### M2 wires

Scale: 4 px per um.
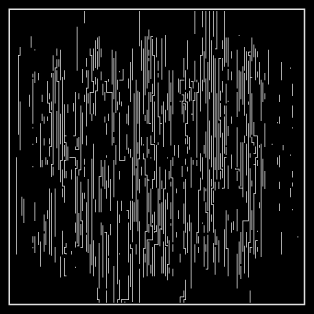
### Zoomed window

Region (24, 24) to (49, 49) um. Cells in gray, sequential cells in the stronger gray; small squares are vias.
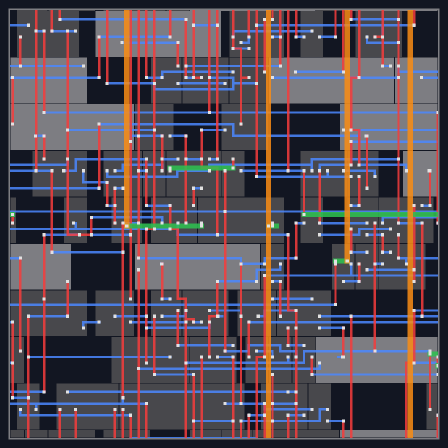
### Where the registers sit

Scale: 4 px per um.
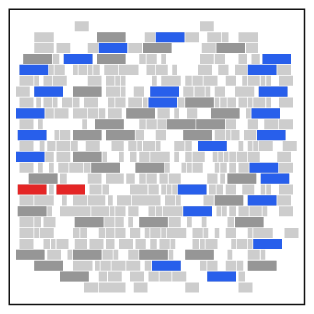
### Sizing map

Scale: 6 px per um.
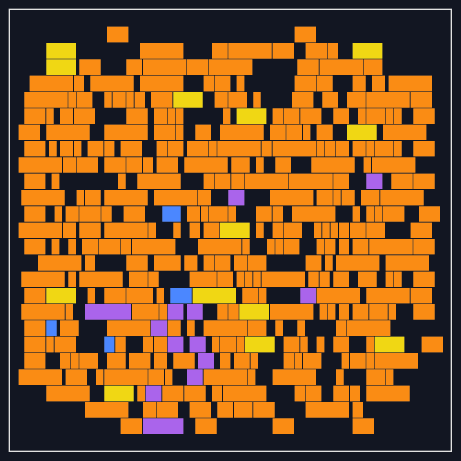
File: config.mk
export PLATFORM = sky130hd
export DESIGN_NAME = byte_frame_packer
export DESIGN_NICKNAME = d
export VERILOG_FILES = /design/src/rtl/byte_frame_packer.sv
export SDC_FILE = /design/constraint.sdc
export NUM_CORES = 1
export LEC_CHECK = 0
export CAP_MARGIN = 20
export CORE_UTILIZATION = 53
export DETAILED_ROUTE_END_ITERATION = 6
export PLACE_DENSITY = 0.88
export SLEW_MARGIN = 15
export SYNTH_ARGS = -nofsm -noshare
export SYNTH_HDL_FRONTEND = slang
export SYNTH_SLANG_ARGS = --single-unit
File: constraint.sdc
create_clock -name clk -period 2.49 [get_ports clk]
set_input_delay 0.249 -clock clk [delete_from_list [all_inputs] [get_ports clk]]
set_output_delay 0.249 -clock clk [all_outputs]
set_load 0.005 [all_outputs]
File: src/rtl/byte_frame_packer.sv
// byte_frame_packer: packs a byte stream into 3-element frames with an assembly buffer and a registered output stage.
module byte_frame_packer #(
    parameter int W = 8,
    parameter int N = 3,
    parameter logic [W-1:0] PAD = 8'h00
) (
    input  logic         clk,
    input  logic         rst,
    input  logic         in_valid,
    output logic         in_ready,
    input  logic [W-1:0] in_data,
    input  logic         in_last,
    output logic         sig_a,
    input  logic         sig_ready,
    output logic [W-1:0] sig_d [N],
    output logic [1:0]   sig_b,
    output logic [1:0]   sig_cnt
);
    logic [W-1:0] asm_d [N];
    logic [W-1:0] nxt [N];
    logic [1:0] idx, seq;
    logic pending, accept, complete, out_free, load_new, load_pend;
    always_comb begin
        in_ready  = !rst && !pending;
        accept    = in_valid && in_ready;
        complete  = accept && (in_last || idx == 2'(N - 1));
        out_free  = !sig_a || sig_ready;
        load_new  = complete && out_free;
        load_pend = pending && sig_a && sig_ready;
        // current frame with the incoming byte in slot idx and padding above it
        for (int i = 0; i < N; i++)
            nxt[i] = 2'(i) < idx ? asm_d[i] : 2'(i) == idx ? in_data : PAD;
    end
    always_ff @(posedge clk) begin
        if (rst) begin
            idx     <= '0;
            seq     <= '0;
            pending <= 1'b0;
            sig_a   <= 1'b0;
            sig_b   <= '0;
            sig_cnt <= '0;
            for (int i = 0; i < N; i++) begin
                sig_d[i] <= PAD;
                asm_d[i] <= PAD;
            end
        end else begin
            if (accept)
                asm_d <= nxt;
            if (load_new || load_pend)
                idx <= '0;
            else if (accept && !complete)
                idx <= idx + 2'd1;
            if (complete && !out_free)
                pending <= 1'b1;
            else if (load_pend)
                pending <= 1'b0;
            if (load_new || load_pend) begin
                sig_a   <= 1'b1;
                sig_b   <= seq;
                sig_cnt <= idx + 2'd1;
                seq     <= seq + 2'd1;
                for (int i = 0; i < N; i++)
                    sig_d[i] <= load_new ? nxt[i] : asm_d[i];
            end else if (sig_ready) begin
                sig_a <= 1'b0;
            end
        end
    end
endmodule

==> flow_summary.html <==
<h3>Run summary</h3>
<table>
<tr><th>Metric</th><th>Value</th></tr>
<tr><th colspan="2">Run status</th></tr>
<tr><td>Status</td><td>finished, final reports clean</td></tr>
<tr><th colspan="2">Timing</th></tr>
<tr><td>Final count of negative-setup-slack endpoints</td><td>0</td></tr>
<tr><td>Period utilization</td><td>0.821</td></tr>
<tr><td>Crit path time final</td><td>2050 ps</td></tr>
<tr><td>Number of pins exceeding their max-slew limit in the final report</td><td>0</td></tr>
<tr><td>Crit path setup slack, layout</td><td>approximately 440 ps</td></tr>
<tr><td>Slew Limit Headroom</td><td>0.559</td></tr>
<tr><td>Pin slew with the least headroom to its limit</td><td>about 660 ps</td></tr>
<tr><th colspan="2">Power and ir drop</th></tr>
<tr><td>Peak VDD IR</td><td>0.511 mV</td></tr>
<tr><td>Portion of total power attributed to combinational logic</td><td>0.111</td></tr>
<tr><td>P_leak</td><td>1.22 nW</td></tr>
<tr><td>Power density normalized to cell area</td><td>599 nW/um^2</td></tr>
<tr><td>Power in sequential cells</td><td>992 uW</td></tr>
<tr><td>Clk network pwr share</td><td>0.395</td></tr>
<tr><th colspan="2">Setup path</th></tr>
<tr><td>Worst setup path endpoint</td><td>sig_d[8]$_SDFFE_PP0P_</td></tr>
<tr><td>Max Fanout on Critical Path</td><td>22</td></tr>
<tr><td>Crit end category</td><td>flip-flop</td></tr>
<tr><td>Highest-delay cell along the critical path</td><td>dfxtp_1</td></tr>
<tr><td>Terminus of the critical flop-to-flop path</td><td>sig_d[8]$_SDFFE_PP0P_</td></tr>
<tr><td>Classification of the worst setup path</td><td>reg2reg</td></tr>
<tr><td>Buffering stage count on the worst path with inverters included</td><td>1</td></tr>
<tr><td>Crit Reg-Reg Startpoint</td><td>idx[1]$_SDFFE_PP0P_</td></tr>
<tr><th colspan="2">Logic synthesis</th></tr>
<tr><td>Cell types with the largest area share after synthesis</td><td>dfxtp_1, nand2_1, nand3b_1</td></tr>
<tr><td>XOR/XNOR share of the synthesized area</td><td>0.00971</td></tr>
<tr><td>Most instantiated cells after synthesis</td><td>nand2_1, dfxtp_1, nand3b_1, o21ai_0, a311oi_1</td></tr>
<tr><td>Average footprint of a synthesized cell</td><td>8.70 sq um</td></tr>
<tr><td>EDFF count, synth</td><td>0</td></tr>
<tr><td>Dominant non-sequential cell family after synthesis</td><td>AND-OR/OR-AND gates</td></tr>
<tr><td>Count of warnings emitted by yosys</td><td>0</td></tr>
<tr><td>Cell Area, Synth</td><td>2710 sq um</td></tr>
<tr><th colspan="2">Global route</th></tr>
<tr><td>Number of antenna violations at the first check in global routing</td><td>0</td></tr>
<tr><td>Overflow left after global routing</td><td>0</td></tr>
<tr><td>Largest net degree at the start of global routing</td><td>about 47</td></tr>
<tr><td>Met2 routing resource usage after global routing</td><td>0.409</td></tr>
<tr><td>Layer with the highest usage after global routing</td><td>met2</td></tr>
<tr><td>Met3 demand-to-capacity share in global routing</td><td>0.0960</td></tr>
<tr><th colspan="2">Placement</th></tr>
<tr><td>Placed Area</td><td>3170 sq um</td></tr>
<tr><td>Number of cells in the design after placement</td><td>404</td></tr>
<tr><td>RePlAce Congestion</td><td>0.828</td></tr>
<tr><td>DPL Wire Length</td><td>about 4000 um</td></tr>
<tr><th colspan="2">Clock tree</th></tr>
<tr><td>TritonCTS clock tree</td><td>built</td></tr>
<tr><td>Number of buffers between clock root and the deepest sink</td><td>2</td></tr>
<tr><td>Cts-stage hold buffer count</td><td>0</td></tr>
<tr><td>Clk pin slew, worst setup/hold paths</td><td>approximately 60 ps</td></tr>
<tr><td>H-tree levels</td><td>3</td></tr>
<tr><th colspan="2">Cells and area</th></tr>
<tr><td>Number of multi-input combinational cells</td><td>around 220</td></tr>
<tr><td>Share of the final layout cell area in sequential cells</td><td>0.346</td></tr>
<tr><td>Signal buffers</td><td>54</td></tr>
<tr><td>Most frequent standard cell in the layout excluding fill and tap cells</td><td>nand2_1</td></tr>
<tr><td>Diode count</td><td>0</td></tr>
<tr><td>Core utilization of the finished layout</td><td>0.696</td></tr>
<tr><td>Non-clock buffers, area share</td><td>0.156</td></tr>
<tr><td>Fill cell count</td><td>approximately 390</td></tr>
<tr><td>Comb. cell area</td><td>1400 sq um</td></tr>
<tr><td>Clock Network Area Fraction</td><td>0.0545</td></tr>
<tr><td>Clock buffer count in the final layout</td><td>14</td></tr>
<tr><th colspan="2">Detailed routing</th></tr>
<tr><td>Via density per instance</td><td>5.64</td></tr>
<tr><td>First-iteration detailed-routing DRC count</td><td>185</td></tr>
<tr><td>Via count</td><td>2369</td></tr>
<tr><td>Detailed-routing wirelength on met1</td><td>2800 um</td></tr>
<tr><td>Highest metal used</td><td>met4</td></tr>
<tr><td>Antenna Nets Post-Route</td><td>0</td></tr>
<tr><td>Total DRC errors in the routed layout</td><td>0</td></tr>
<tr><td>TritonRoute pass-1 iters</td><td>4</td></tr>
<tr><td>Wire per inst</td><td>approximately 15 um</td></tr>
<tr><td>Met3 Wirelength</td><td>373 um</td></tr>
<tr><th colspan="2">Die</th></tr>
<tr><td>Number of rows in the core area</td><td>25</td></tr>
<tr><td>Die Y</td><td>73.4 um</td></tr>
<tr><td>I/O Pins</td><td>43</td></tr>
<tr><td>Horiz. Die Dim</td><td>73.4 um</td></tr>
<tr><th colspan="2">Min path</th></tr>
<tr><td>End point of the worst hold path</td><td>sig_b[0]$_SDFFE_PP0P_</td></tr>
<tr><td>Min-delay worst type</td><td>reg2reg</td></tr>
</table>
Back to the opening pictures, 'M2 wires':
wire length on this layer: 2940 um
nets with wire on the layer: 292
share of all routed wire: 47%
main direction: vertical

Back to the opening pictures, 'Zoomed window':
[metal 2] red
[metal 1] blue
[metal 3] green
[metal 4] orange
most frequent: nand2_1 (10), dfxtp_1 (7)
sequential cells in the window: 7
netlist names of flops here include: asm_d (6), sig_d (1)
cells with their middle in the window: 50

Back to the opening pictures, 'Where the registers sit':
[sig_d] blue | sequential cells: 24
[sig_cnt] red | sequential cells: 2

Back to the opening pictures, 'Sizing map':
[_6 and larger] yellow | cells: 13 | share: 3.7% | most used: clkbuf_8
[_2 cells] blue | cells: 4 | share: 1.1% | most used: clkinv_2
[_0 and _1 cells] orange | cells: 323 | share: 92% | most used: nand2_1
[_3 and _4 cells] purple | cells: 13 | share: 3.7% | most used: buf_4

Power is estimated from default activity; no workload was simulated.
